==> images/class_map.png <==
Bar = 20 um. Fill, decap, tap and diode cells in grey.
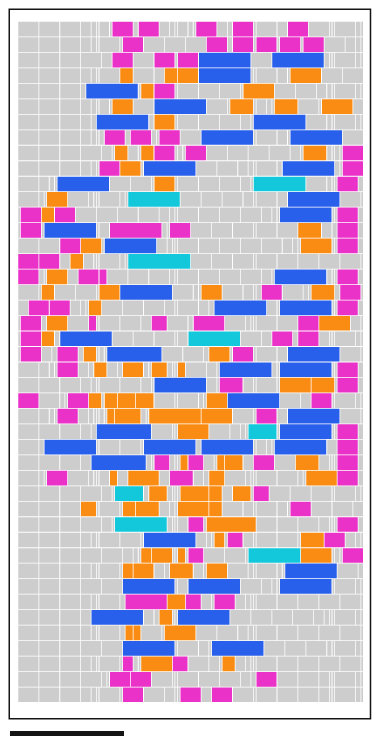
==> images/congestion_map.png <==
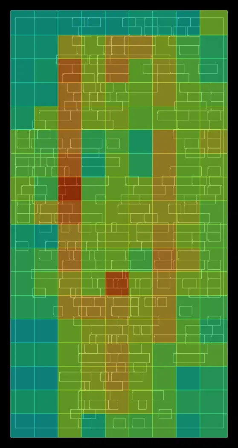
==> config.mk <==
export PLATFORM = sky130hd
export DESIGN_NAME = apb_master_arbiter
export DESIGN_NICKNAME = d
export VERILOG_FILES = /design/src/rtl/apb_master_arbiter.sv
export SDC_FILE = /design/constraint.sdc
export NUM_CORES = 1
export LEC_CHECK = 0
export CAP_MARGIN = 25
export CORE_ASPECT_RATIO = 2
export CORE_UTILIZATION = 25
export CTS_CLUSTER_DIAMETER = 60
export DETAILED_ROUTE_END_ITERATION = 10
export GPL_TIMING_DRIVEN = 0
export MAX_ROUTING_LAYER = met4
export SLEW_MARGIN = 0
export SYNTH_ARGS = -nofsm -noshare
export SYNTH_HDL_FRONTEND = slang
export SYNTH_SLANG_ARGS = --single-unit
==> constraint.sdc <==
create_clock -name pclk -period 2.02 [get_ports pclk]
set_clock_uncertainty 0.2 [all_clocks]
set_input_delay 0.202 -clock pclk [delete_from_list [all_inputs] [get_ports pclk]]
set_output_delay 0.202 -clock pclk [all_outputs]
set_load 0.005 [all_outputs]
==> summary.rpt <==
FLOW METRICS REPORT
----------------------------------------------------
[STA]
  Setup Total Neg Slack ........................ -567 ps
  Shortest clock period the worst path allows after layout ........................ approximately 2100 ps
  Final WS setup ........................ -116 ps
  Number of failing setup endpoints in the final timing report ........................ 15
  Worst slew margin relative to its limit ........................ 68.3%

[Status]
  Run status ........................ complete, but fails checks
  Violations in the final reports ........................ setup timing

[Logic synthesis]
  Ranking of synthesized cells by instance count ........................ 43 x sky130_fd_sc_hd__dfrtp_1, 14 x sky130_fd_sc_hd__and3_1, 13 x sky130_fd_sc_hd__a221o_1
  Total cell area reported by yosys after synthesis ........................ 0.00187 sq mm
  Main synth FF type ........................ sky130_fd_sc_hd__dfrtp_1

[Critical path]
  Required time of the worst setup path ........................ just under 2000 ps
  Worst Reg-to-Reg Cells ........................ 6
  Capturing element type of the critical path ........................ flip-flop
  Maximum fanout encountered on the critical timing path ........................ 3

[Power and ir drop]
  Total combinational power ........................ between 1.5 and 2 mW
  Clock power share ........................ between 20% and 30%
  Power drawn by the clock network ........................ slightly below 1 mW
  Sequential group share of total power ........................ 34.8%

[Layout]
  Logic inverters ........................ 2
  Nets ........................ 269

[CTS]
  Reg clk slew, reported paths ........................ about 60 ps
  Hold-fix buffers at CTS ........................ 1
  Htree depth ........................ 2
  Number of clock buffers inserted by TritonCTS ........................ 5

[Route]
  Met1 Routed Length ........................ about 2 mm
  Tally of nets with antenna violations remaining after routing ........................ 0
  Remaining routing DRC violations ........................ 0

[Place]
  Post-Place Cells ........................ between 300 and 400
  Number of buffers added on ports ........................ about 75
  Total placed instance area ........................ 0.00278 sq mm

[Global route]
  First-pass GRT wire length ........................ around 7.9 mm

[Die]
  Chip Footprint ........................ 0.00786 sq mm

----------------------------------------------------
About class_map.png:
legend:
  registers:
    colour: blue
    cells: 44
    share_of_their_area: 37%
  clock drivers and dummy loads:
    colour: cyan
    cells: 8
    share_of_their_area: 6.1%
  remaining buffers and delay cells:
    colour: magenta
    cells: 92
    share_of_their_area: 30%
  remaining logic cells:
    colour: orange
    cells: 84
    share_of_their_area: 27%
number of placement rows: 44
post-layout utilization of the core: 43.0%
fraction of area in registers: 35.4%

About congestion_map.png:
global-route layer with the greatest usage: met2
grt met2 use: 22.1%
routed len/inst: 14.8 um
met1 demand-to-capacity share in global routing: 15.3%

Power is estimated from default activity; no workload was simulated.
